$ cat src/rtl/rad4_quotient_recover.sv
// Iterative signed divider that recovers q = trunc((p << FRAC) / y) from a
// fixed-point product, one quotient bit per cycle, with saturation and divide-by-zero flags.
module rad4_quotient_recover #(
    parameter int FRAC = 10,
    parameter int PW   = 32,
    parameter int YW   = 11
) (
    input  logic          clk,
    input  logic          rst,
    input  logic          in_valid,
    output logic          in_ready,
    input  logic [PW-1:0] p,
    input  logic [YW-1:0] y,
    output logic          out_valid,
    input  logic          out_ready,
    output logic [PW-1:0] q,
    output logic [YW-1:0] rem,
    output logic          ovf,
    output logic          dz,
    output logic [2:0]    dbg_state_o
);
    // Handshakes: a transfer happens on a rising edge where valid & ready are both 1;
    // out_valid and the result fields hold steady until that edge, in_ready is high only in IDLE.

    localparam int NW = PW + FRAC;
    localparam int CW = $clog2(NW);
    localparam logic [PW-1:0] Q_MAX = {1'b0, {(PW-1){1'b1}}};
    localparam logic [PW-1:0] Q_MIN = {1'b1, {(PW-1){1'b0}}};

    typedef enum logic [2:0] {IDLE, PREP, ITER, FIX, DONE} state_t;

    state_t        state_q, state_d;
    logic [PW-1:0] p_q, p_d;
    logic [YW-1:0] y_q, y_d;
    logic [NW-1:0] n_q, n_d;
    logic [YW-1:0] ymag_q, ymag_d;
    logic          neg_q_q, neg_q_d;
    logic          neg_r_q, neg_r_d;
    logic [YW-1:0] pr_q, pr_d;
    logic [CW-1:0] cnt_q, cnt_d;
    logic [PW-1:0] q_q, q_d;
    logic [YW-1:0] rem_q, rem_d;
    logic          ovf_q, ovf_d;
    logic          dz_q, dz_d;

    logic [YW:0]      pr_shift;
    logic [PW-1:0]    p_abs;
    logic [NW-PW:0]   q_hi;

    always_ff @(posedge clk) begin
        if (rst) begin
            state_q <= IDLE;
            p_q     <= '0;
            y_q     <= '0;
            n_q     <= '0;
            ymag_q  <= '0;
            neg_q_q <= 1'b0;
            neg_r_q <= 1'b0;
            pr_q    <= '0;
            cnt_q   <= '0;
            q_q     <= '0;
            rem_q   <= '0;
            ovf_q   <= 1'b0;
            dz_q    <= 1'b0;
        end else begin
            state_q <= state_d;
            p_q     <= p_d;
            y_q     <= y_d;
            n_q     <= n_d;
            ymag_q  <= ymag_d;
            neg_q_q <= neg_q_d;
            neg_r_q <= neg_r_d;
            pr_q    <= pr_d;
            cnt_q   <= cnt_d;
            q_q     <= q_d;
            rem_q   <= rem_d;
            ovf_q   <= ovf_d;
            dz_q    <= dz_d;
        end
    end

    always_comb begin
        state_d  = state_q;
        p_d      = p_q;
        y_d      = y_q;
        n_d      = n_q;
        ymag_d   = ymag_q;
        neg_q_d  = neg_q_q;
        neg_r_d  = neg_r_q;
        pr_d     = pr_q;
        cnt_d    = cnt_q;
        q_d      = q_q;
        rem_d    = rem_q;
        ovf_d    = ovf_q;
        dz_d     = dz_q;
        pr_shift = {pr_q, n_q[NW-1]};
        p_abs    = p_q[PW-1] ? -p_q : p_q;
        // n_q holds |N| on entry to ITER and is shifted out MSB-first while Q shifts in.
        q_hi     = n_q[NW-1:PW-1];

        case (state_q)
            IDLE: begin
                if (in_valid) begin
                    p_d     = p;
                    y_d     = y;
                    state_d = PREP;
                end
            end
            PREP: begin
                n_d     = {p_abs, {FRAC{1'b0}}};
                ymag_d  = y_q[YW-1] ? -y_q : y_q;
                neg_q_d = p_q[PW-1] ^ y_q[YW-1];
                neg_r_d = p_q[PW-1];
                pr_d    = '0;
                cnt_d   = '0;
                state_d = (y_q == '0) ? FIX : ITER;
            end
            ITER: begin
                if (pr_shift >= {1'b0, ymag_q}) begin
                    pr_d = YW'(pr_shift - {1'b0, ymag_q});
                    n_d  = {n_q[NW-2:0], 1'b1};
                end else begin
                    pr_d = pr_shift[YW-1:0];
                    n_d  = {n_q[NW-2:0], 1'b0};
                end
                cnt_d = cnt_q + 1'b1;
                if (cnt_q == CW'(NW-1)) state_d = FIX;
            end
            FIX: begin
                if (ymag_q == '0) begin
                    q_d   = p_q[PW-1] ? Q_MIN : Q_MAX;
                    rem_d = '0;
                    ovf_d = 1'b0;
                    dz_d  = 1'b1;
                end else begin
                    dz_d  = 1'b0;
                    rem_d = neg_r_q ? -pr_q : pr_q;
                    if (neg_q_q) begin
                        // -2^31 is representable, so only magnitudes above 2^31 saturate.
                        ovf_d = (q_hi > 1) || ((q_hi == 1) && (|n_q[PW-2:0]));
                        q_d   = ovf_d ? Q_MIN : -n_q[PW-1:0];
                    end else begin
                        ovf_d = |q_hi;
                        q_d   = ovf_d ? Q_MAX : n_q[PW-1:0];
                    end
                end
                state_d = DONE;
            end
            DONE: begin
                if (out_ready) state_d = IDLE;
            end
            default: state_d = IDLE;
        endcase
    end

    assign in_ready    = (state_q == IDLE) && !rst;
    assign out_valid   = (state_q == DONE);
    assign q           = q_q;
    assign rem         = rem_q;
    assign ovf         = ovf_q;
    assign dz          = dz_q;
    assign dbg_state_o = state_q;

endmodule
$ cat config.mk
export PLATFORM = sky130hd
export DESIGN_NAME = rad4_quotient_recover
export DESIGN_NICKNAME = d
export VERILOG_FILES = /design/src/rtl/rad4_quotient_recover.sv
export SDC_FILE = /design/constraint.sdc
export NUM_CORES = 1
export LEC_CHECK = 0
export ABC_AREA = 1
export CORE_ASPECT_RATIO = 1.5
export CORE_MARGIN = 5
export CORE_UTILIZATION = 58
export CTS_CLUSTER_DIAMETER = 40
export DETAILED_ROUTE_END_ITERATION = 12
export PLACE_DENSITY = 0.86
export SLEW_MARGIN = 20
export SYNTH_ARGS = -nofsm -noshare
export SYNTH_HDL_FRONTEND = slang
export SYNTH_SLANG_ARGS = --single-unit
$ cat constraint.sdc
create_clock -name clk -period 2.5 [get_ports clk]
set_input_delay 0.5 -clock clk [delete_from_list [all_inputs] [get_ports clk]]
set_output_delay 0.5 -clock clk [all_outputs]
set_load 0.005 [all_outputs]
==> flow_metrics.tcl <==
# flow metrics
set metrics [dict create \
    floorplan.io_pins 97 \
    number_of_buffers_other_than_clock_buffers_in_the_final_layout 119 \
    warnings 29 \
    clk_path_buf_depth 2 \
    clock_skew_ns 0.00777 \
    outcome "finished clean" \
    top_register "n_q" \
    totalNegativeSetupSlack_ns 0 \
    maxSlewHeadroom_pct 45.5 \
    maximum_number_of_pins_on_one_net_before_global_route_repair 102 \
    timing.fmax_mhz 445 \
    pwr-share-seq_pct 25.8 \
    topRoutingLayerUsed "met4" \
    worstSetupPathType "reg2out" \
    cp.arrival_ns 1.75 \
    setup_repair_after_global_routing_missed_its_margin "false" \
    asyncSetResetFlopFracSynth_pct 0 \
    final_cell_mix "sky130_fd_sc_hd__nand2_1, sky130_fd_sc_hd__inv_1, sky130_fd_sc_hd__dfxtp_1" \
    gates_resized_cts_repair 0 \
    setup.reg_to_reg.worst_slack_ns 0.30 \
    place.detailed.instances 1749 \
    htreeDepth 4 \
    number_of_nets_with_antenna_violations_after_routing 0 \
    topCellsByArea "sky130_fd_sc_hd__dfxtp_1, sky130_fd_sc_hd__nand2_1, sky130_fd_sc_hd__a21oi_1" \
    timing.critical_path.to "out_valid" \
    synth_xor_xnor_area_share_pct 3.10 \
    logic_gate_count 1086 \
    die_y_um 168 \
    muxShareOfSynthArea_pct 0 \
    period_used_pct 89.9 \
    nClkBuffers 20 \
    netlist.top_cell.by_area "sky130_fd_sc_hd__dfxtp_1" \
    min_to "dbg_state_o[2]$_SDFFE_PP0P_" \
    wl_met2_mm 13.1 \
    global_route.usage.met2_pct 48.5 \
    yosys_area_sq_um 9620 \
    crit-reg2reg-launch "n_q[41]$_SDFFE_PP0P_" \
    crit_required_ns 2.00 \
    dp_hpwl_mm 19.4 \
]
-- critical path, stage by stage (launching register included) --
cell and delay (ns):
sky130_fd_sc_hd__dfxtp_1 0.39, sky130_fd_sc_hd__inv_1 0.09, sky130_fd_sc_hd__nor3_1 0.25, sky130_fd_sc_hd__clkdlybuf4s50_1 0.59
-- synthesized netlist by cell type (all sizes together) (2+ instances only) --
library cell  count
a21oi           149
a221oi            3
buf              17
o221ai            2
inv             173
o21a              2
o21ai           150
a31oi            22
nand4            22
ha               17
dfxtp           163
clkbuf           55
o22ai            12
nor3             22
nand3           106
xnor2             4
xor2             30
clkinv            2
nor2            151
a21o              2
nand3b            2
o211ai            4
nand2           376
a32oi             2
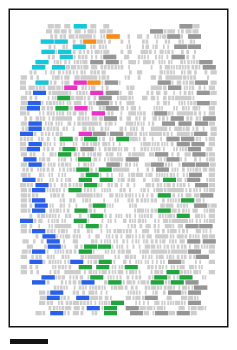
(sequential cells grouped by signal name)
Scale bar: 20 um. Other sequential cells in the stronger grey, the rest of the logic in the fainter grey.
orange -> dbg_state_o  # sequential cells 3
blue -> p_q  # sequential cells 32
magenta -> cnt_q  # sequential cells 6
green -> n_q  # sequential cells 42
cyan -> y_q  # sequential cells 11, where top left
share of the core filled with cells in the final layout: 69.1%
register share of the cell area: 29.0%
reported sequential group power: 0.00343 W
register area: 3260 sq um

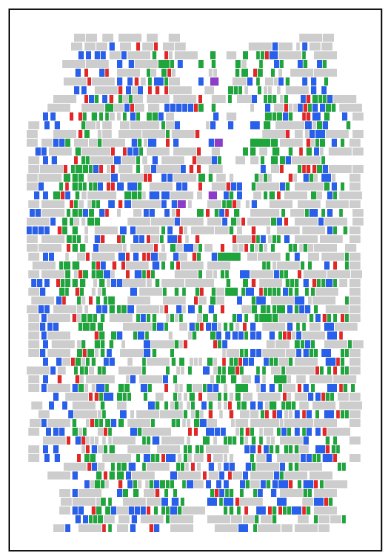
(logic cells by family)
green -> nand cells  # cells 506, most used nand2_1, where widely spread
blue -> aoi and oai cells  # cells 349, where widely spread
red -> inv cells  # cells 175, most used inv_1, where widely spread
purple -> non-inverting ao/oa cells  # cells 4
Final Non-Filler Cells: 1778
Comb/total area: 48.0%
most frequent logic cell in the layout: sky130_fd_sc_hd__nand2_1

No activity file was given, so power comes from the tool's default toggle rates.
